==> src/rtl/uart_tx_sched_if.sv <==
// Client handshake and serial-output bundle for uart_tx_sched.
interface uart_tx_sched_if;
  logic       req0;
  logic [7:0] data0;
  logic       ack0;
  logic       req1;
  logic [7:0] data1;
  logic       ack1;
  logic       txd;
  logic       busy;
  logic       grant_id;

  modport master (
    output req0, data0, req1, data1,
    input  ack0, ack1, txd, busy, grant_id
  );

  modport slave (
    input  req0, data0, req1, data1,
    output ack0, ack1, txd, busy, grant_id
  );
endinterface

==> src/rtl/uart_tx_sched.sv <==
// Two-client round-robin UART transmit scheduler, 8N1 with restartable baud counter.
// Optional even-parity bit after the data byte: define UART_TX_SCHED_PARITY_EN.
module uart_tx_sched #(
  parameter int unsigned CLK_DIV = 5208,
  parameter int unsigned DIV_W   = 15
) (
  input  logic            clk,
  input  logic            rst_n,
  uart_tx_sched_if.slave  bus
);

  localparam logic [DIV_W-1:0] DIV_TC = DIV_W'(CLK_DIV);

  typedef enum logic [2:0] {
    IDLE,
    START,
    DATA,
`ifdef UART_TX_SCHED_PARITY_EN
    PARITY,
`endif
    STOP
  } state_t;

  state_t           state;
  logic [DIV_W-1:0] cnt;
  logic [7:0]       sr;
  logic [2:0]       bit_idx;
  logic             last;
`ifdef UART_TX_SCHED_PARITY_EN
  logic             par;
`endif

  logic tick;
  logic pick1;

  assign tick  = (cnt == DIV_TC);
  // Client 1 wins when it is the only requester, or on a tie when client 0 was served last.
  assign pick1 = bus.req1 && (!bus.req0 || !last);

  always_ff @(posedge clk or negedge rst_n) begin
    if (!rst_n) begin
      state        <= IDLE;
      cnt          <= '0;
      sr           <= '0;
      bit_idx      <= '0;
      last         <= 1'b1;
`ifdef UART_TX_SCHED_PARITY_EN
      par          <= 1'b0;
`endif
      bus.txd      <= 1'b1;
      bus.busy     <= 1'b0;
      bus.ack0     <= 1'b0;
      bus.ack1     <= 1'b0;
      bus.grant_id <= 1'b0;
    end else begin
      bus.ack0 <= 1'b0;
      bus.ack1 <= 1'b0;
      if (state != IDLE) begin
        cnt <= tick ? '0 : cnt + 1'b1;
      end

      case (state)
        IDLE: begin
          if (bus.req0 || bus.req1) begin
            sr           <= pick1 ? bus.data1 : bus.data0;
`ifdef UART_TX_SCHED_PARITY_EN
            par          <= pick1 ? ^bus.data1 : ^bus.data0;
`endif
            last         <= pick1;
            bus.grant_id <= pick1;
            bus.ack0     <= !pick1;
            bus.ack1     <= pick1;
            bus.txd      <= 1'b0;
            bus.busy     <= 1'b1;
            cnt          <= '0;
            bit_idx      <= '0;
            state        <= START;
          end
        end

        START: begin
          if (tick) begin
            bus.txd <= sr[0];
            sr      <= {1'b0, sr[7:1]};
            state   <= DATA;
          end
        end

        DATA: begin
          if (tick) begin
            if (bit_idx == 3'd7) begin
`ifdef UART_TX_SCHED_PARITY_EN
              bus.txd <= par;
              state   <= PARITY;
`else
              bus.txd <= 1'b1;
              state   <= STOP;
`endif
            end else begin
              bus.txd <= sr[0];
              sr      <= {1'b0, sr[7:1]};
              bit_idx <= bit_idx + 1'b1;
            end
          end
        end

`ifdef UART_TX_SCHED_PARITY_EN
        PARITY: begin
          if (tick) begin
            bus.txd <= 1'b1;
            state   <= STOP;
          end
        end
`endif

        STOP: begin
          if (tick) begin
            bus.txd  <= 1'b1;
            bus.busy <= 1'b0;
            state    <= IDLE;
          end
        end

        default: state <= IDLE;
      endcase
    end
  end

endmodule
==> src/flat_wrapper.sv <==
// flat-port wrapper written by rule: the top's interface ports become plain ports
module uart_tx_sched_flat 
#(
  parameter int unsigned CLK_DIV = 5208,
  parameter int unsigned DIV_W   = 15
)
  (clk, rst_n, bus_req0, bus_data0, bus_req1, bus_data1, bus_ack0, bus_ack1, bus_txd, bus_busy, bus_grant_id);
  uart_tx_sched_if bus_i ();
  input  logic clk;
  input  logic rst_n;
  input wire logic [$bits(bus_i.req0)-1:0] bus_req0;
  input wire logic [$bits(bus_i.data0)-1:0] bus_data0;
  input wire logic [$bits(bus_i.req1)-1:0] bus_req1;
  input wire logic [$bits(bus_i.data1)-1:0] bus_data1;
  output wire logic [$bits(bus_i.ack0)-1:0] bus_ack0;
  output wire logic [$bits(bus_i.ack1)-1:0] bus_ack1;
  output wire logic [$bits(bus_i.txd)-1:0] bus_txd;
  output wire logic [$bits(bus_i.busy)-1:0] bus_busy;
  output wire logic [$bits(bus_i.grant_id)-1:0] bus_grant_id;
  assign bus_i.req0 = bus_req0;
  assign bus_i.data0 = bus_data0;
  assign bus_i.req1 = bus_req1;
  assign bus_i.data1 = bus_data1;
  assign bus_ack0 = bus_i.ack0;
  assign bus_ack1 = bus_i.ack1;
  assign bus_txd = bus_i.txd;
  assign bus_busy = bus_i.busy;
  assign bus_grant_id = bus_i.grant_id;
  uart_tx_sched #(.CLK_DIV(CLK_DIV), .DIV_W(DIV_W)) u_core (.clk(clk), .rst_n(rst_n), .bus(bus_i));
endmodule
==> config.mk <==
export PLATFORM = sky130hd
export DESIGN_NAME = uart_tx_sched_flat
export DESIGN_NICKNAME = d
export VERILOG_FILES = /design/src/rtl/uart_tx_sched_if.sv /design/src/rtl/uart_tx_sched.sv /design/src/flat_wrapper.sv
export SDC_FILE = /design/constraint.sdc
export NUM_CORES = 1
export LEC_CHECK = 0
export CAP_MARGIN = 20
export CELL_PAD_IN_SITES_DETAIL_PLACEMENT = 1
export CELL_PAD_IN_SITES_GLOBAL_PLACEMENT = 1
export CORE_ASPECT_RATIO = 1.75
export CORE_MARGIN = 3
export CORE_UTILIZATION = 38
export CTS_CLUSTER_DIAMETER = 50
export DETAILED_ROUTE_END_ITERATION = 7
export GPL_ROUTABILITY_DRIVEN = 0
export PLACE_DENSITY = 0.82
export SLEW_MARGIN = 20
export SYNTH_ARGS = -nofsm -noshare
export SYNTH_HDL_FRONTEND = slang
export SYNTH_SLANG_ARGS = --single-unit
export TNS_END_PERCENT = 20
==> constraint.sdc <==
create_clock -name clk -period 2.1 [get_ports clk]
set_input_delay 0.42 -clock clk [delete_from_list [all_inputs] [get_ports clk]]
set_output_delay 0.42 -clock clk [all_outputs]
set_load 0.01 [all_outputs]
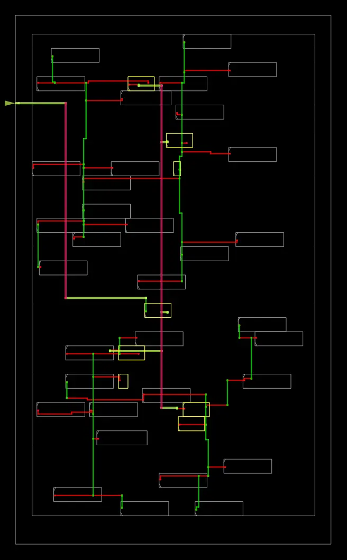
**Above:** run 1 (the clock network).
clk pwr: 0.000524 W
Layout Skew: 0.00611 ns
total number of sequential cells: 34
number of clock sinks: 34

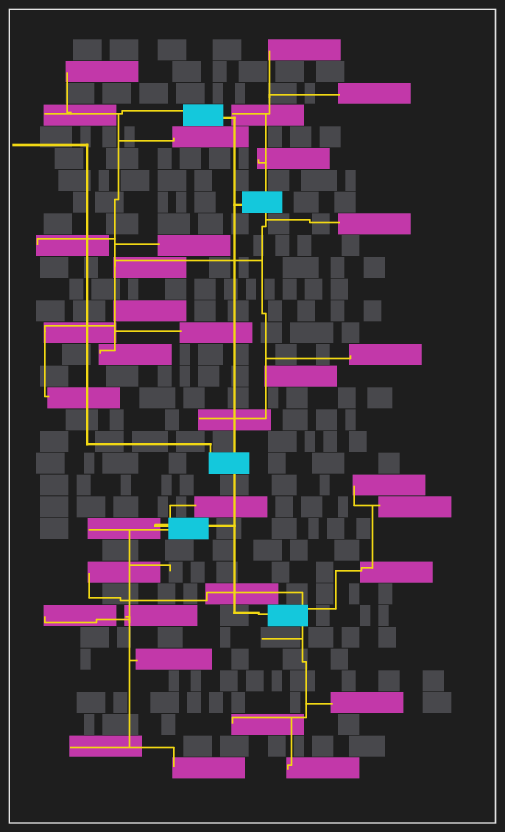
**Above:** run 1 (clock network drawn from the DEF).
Drawn at 8 px/um.
Key: clock-net drivers = cyan [count 5]; clock wires = yellow [length 553 um]; flip-flops = magenta [count 34]
There are 6 routed clock nets. Position of the flops: spread over the die.

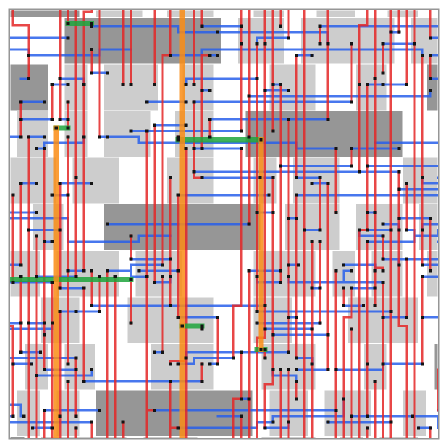
**Above:** run 1 (zoomed window).
Window x 18 to 43, y 38 to 63 um. Cells in gray, sequential cells in the stronger gray; small squares are vias.
Key: M1 = blue; M2 = red; M4 = orange; M3 = green
45 logic cells have their middle in the window. Sequential cells in the window: 4. Most frequent: buf_4 (5). Netlist names of flops here include u_core.cnt (4).

## run 1: what timing repair did
item	in CTS	in global routing
setup buffers	0	0
endpoints found under the setup margin	8	11
pin swaps	0	0
hold buffers	0	0
endpoints found under the hold margin	0	0
gates resized	1	2
## run 1: registers in the layout, summed over array words and instances, names as in the netlist
register / count
u_core.cnt: 15
u_core.sr: 8
u_core.bit_idx: 3
u_core.state: 2
u_core.bus.ack0: 1
u_core.bus.ack1: 1
u_core.bus.busy: 1
u_core.bus.grant_id: 1
u_core.bus.txd: 1
u_core.last: 1
## run 1: report_power, final
group	switching (W)	internal [W]
Combinational	0.0000395	0.0000497
Clock	0.000259	0.000265
Sequential	0.00000185	0.000657
Total	0.000300	0.000972
==> results_dict.tcl, run 1 <==
# metrics dict for downstream scripts
set metrics [dict create \
    status "finished, final reports clean" \
    cts_tree "done" \
    worst_hold_startpoint "u_core.bus.txd" \
    top_area_cell "dfrtp_1" \
    per_instance_average_area_after_synthesis_um2 9.57 \
    share_of_cell_area_taken_by_flip_flops_and_latches_pct 34.0 \
    signal_buffers 47 \
    reg2reg_from "u_core.state[1]" \
    grt_setup_unrepaired "false" \
    top_level_ports 25 \
    category_of_cells_accounting_for_the_largest_share_of_critical_path_delay "buffers and inverters" \
    report.power.total_w 0.00127 \
    highest-signal-layer "met4" \
    yosys_most_used_dff "dfrtp_1" \
    critical_path.startpoint "u_core.state[1]" \
    logic_area_um2 1040 \
    die_x_um 60.6 \
    mux_area_share_pct 10.1 \
    worst-slew-pin-transition_ns 0.486 \
    grt_first_pass_wirelength_um 9390 \
    critical_path_depth 9 \
    fp.dieArea_um2 6150 \
    groute.layer.met3.usage_pct 2.42 \
    synth.cellmix.simpleShare_pct 18.1 \
    synth-edff-count 0 \
    drive_above_1_share_pct 18.9 \
    globalRoute.busiestLayer "met2" \
    netlist_area_um2 1980 \
    r2r_end "u_core.cnt[11]" \
    xor_area_share_pct 0 \
    antenna_found_initial 0 \
    synth_seq_share_pct 43.1 \
    ys_ff 34 \
    vias 1826 \
    yosys.area.top_type_share_pct 40.4 \
    synth.net_count 235 \
    ys.warnings.count 0 \
    postLayoutCellArea_um2 2510 \
    post_synth_adder_cell_area_pct 5.05 \
    track_usage_pct 20.2 \
    drtIter0Drc 23 \
    groute.layer.met2.usage_pct 36.3 \
    synth.most_common_cell "dfrtp_1" \
    warnings 30 \
    met3WireLength_um 106 \
    final.period_utilization_pct 94.3 \
    clock_tree_root_buffer_cell "clkbuf_8" \
    drt_wl_total_um 5660 \
    top_logic_kind "AND-OR/OR-AND gates" \
    ys_types 47 \
    dp.final_hpwl_um 3970 \
    buf_share_pct 16.5 \
    setup.worst_path.end "u_core.cnt[11]" \
    met2_wirelength_from_detailed_routing_um 3170 \
    clk_share_pct 3.64 \
    n_all_inverters 11 \
    final.setup.worst_slack_ns 0.120 \
    drt_drc_violations_left 0 \
    timing.max_slew.rel_slack_pct 67.4 \
    clock_tree.htree_level_count 2 \
    synth.top_cells.by_area "dfrtp_1 40%, mux2i_1 5.6%, ha_1 5.1%" \
    ys_area_um2 1980 \
    fin_cells 303 \
    routed_via_density 6.03 \
    final_nets 276 \
    timing.critical_path.slowest_stage_cell "dfrtp_1" \
    fp-utilization_pct 39.5 \
    worstSetupStartpointType "flop" \
    utilization_pct 50.0 \
]
==> run 2, diff against run 1 <==
--- a/config.mk
+++ b/config.mk
@@ -6,7 +6,7 @@
 export NUM_CORES = 1
 export LEC_CHECK = 0
 export CAP_MARGIN = 20
-export CELL_PAD_IN_SITES_DETAIL_PLACEMENT = 1
+export CELL_PAD_IN_SITES_DETAIL_PLACEMENT = 0
 export CELL_PAD_IN_SITES_GLOBAL_PLACEMENT = 1
 export CORE_ASPECT_RATIO = 1.75
 export CORE_MARGIN = 3
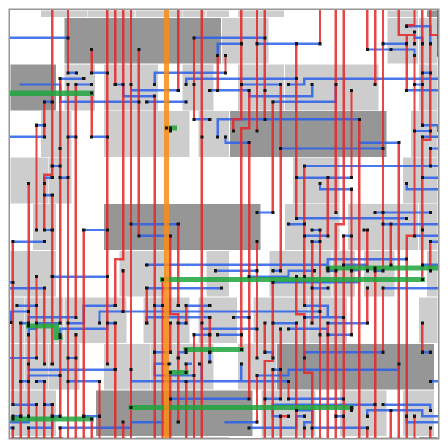
**Above:** run 2 (zoomed window).
Window x 18 to 43, y 38 to 63 um. Cells in gray, sequential cells in the stronger gray; small squares are vias.
Key: M3 = green; M4 = orange; M2 = red; M1 = blue
Sequential cells in the window: 5. Most frequent: dfrtp_1 (5), buf_4 (4), nor3_1 (3). 43 logic cells have their middle in the window. Netlist names of flops here include u_core.cnt (5).

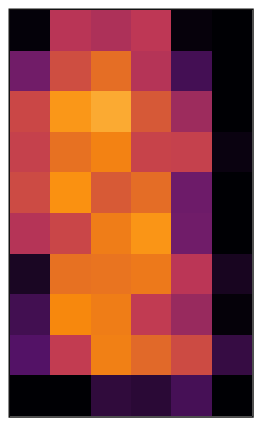
**Above:** run 2 (cell area per tile).
Drawn at 4 px/um. 6 x 10 tiles, from black (low) to pale yellow (high), 0 to 100% covered.
The mean over all tiles is 40%. The fullest tile reaches 81%. 6.7% of the tiles are over 75% full.

==> results_dict.tcl, run 2 <==
# metrics dict for downstream scripts
set metrics [dict create \
    status "finished, final reports clean" \
    clock_tree_root_buffer_cell "clkbuf_8" \
    synth-edff-count 0 \
    cts_tree "done" \
    synth.top_cells.by_area "dfrtp_1 40%, mux2i_1 5.6%, ha_1 5.1%" \
    final-hold-violation-count 0 \
    ys_area_um2 1980 \
    category_of_cells_accounting_for_the_largest_share_of_critical_path_delay "simple AND/OR/NAND/NOR gates" \
    netlist_area_um2 1980 \
    internal_power_w 0.00104 \
    track_usage_pct 16.8 \
    synth.net_count 235 \
    synth_seq_share_pct 43.1 \
    powerClk_w 0.000577 \
    die_x_um 60.6 \
    top_register "u_core.cnt" \
    worstSetupStartpointType "flop" \
    drt_wl_total_um 4780 \
    pwr-share-seq_pct 49.9 \
    top_regs "u_core.cnt: 15 flops, u_core.sr: 8 flops, u_core.bit_idx: 3 flops" \
    irDropWorstVdd_uv 381 \
    finClkSkew_ns 0.00879 \
    timing.max_slew.rel_slack_pct 66.8 \
    power_frac_clock_pct 43.6 \
    postCtsHoldBufs 0 \
    routed_via_density 5.88 \
    drive_above_1_share_pct 18.9 \
    ys.warnings.count 0 \
    utilization_pct 50.4 \
    power_top_consumer "sequential cells" \
    fin_cells 303 \
    synth.most_common_cell "dfrtp_1" \
    switching_power_w 0.000284 \
    report.power.total_w 0.00132 \
    power.switching_fraction_pct 21.5 \
    critical_path.startpoint "u_core.cnt[0]" \
    vias 1782 \
    final.period_utilization_pct 94.1 \
    final_nets 276 \
    per_instance_average_area_after_synthesis_um2 9.57 \
    postLayoutCellArea_um2 2530 \
    final.setup.worst_slack_ns 0.124 \
    ys_types 47 \
    grt_first_pass_wirelength_um 7930 \
    dp.final_hpwl_um 3530 \
    drt_drc_violations_left 0 \
    cts_repair_resize_count 0 \
    drtIter0Drc 46 \
    fp.dieArea_um2 6150 \
    top_level_ports 25 \
    antenna_found_initial 0 \
    warnings 30 \
    yosys_most_used_dff "dfrtp_1" \
    reg2reg_from "u_core.cnt[0]" \
    yosys.area.top_type_share_pct 40.4 \
    ys_ff 34 \
    worst-slew-pin-transition_ns 0.495 \
    grt_setup_unrepaired "false" \
    setup_viol 0 \
    routedWlPerCell_um 15.8 \
    clock_tree.htree_level_count 2 \
    postcts_setup_bufs 0 \
    setup.worst_path.end "u_core.sr[4]" \
    clock-sinks 34 \
    top_area_cell "dfrtp_1" \
    worst_hold_startpoint "u_core.bus.txd" \
]
run 2: cell counts after synthesis:
No cell type changed its count.
run 2: cell type report:
type	instances	area, um2
fillers	482	2490
multi-input cells	149	1040
flip-flops and latches	34	853
repair buffers	47	413
clock buffers	8	110
well taps	54	67.6
inverters	11	41.3
run 2: logic make-up (layout without fill, tap and decap cells):
kind of cell	after synthesis	after routing	synth area share, %
muxes	19	19	10.1
adders and majority gates	8	8	5.05
AOI/OAI and AO/OA	57	57	18.8
and+or+nand+nor	65	65	18.1
DFF	34	34	43.1
buffers and inverters	24	66	4.92
run 2: layer usage:
layer / track usage, % / share of wire (%)
met1: 18.5 / 38
met2: 31.4 / 57
met3: 2.68 / 3.2
met4: 5.51 / 1.5
met5: 0 / 0
Power is estimated from default activity; no workload was simulated.
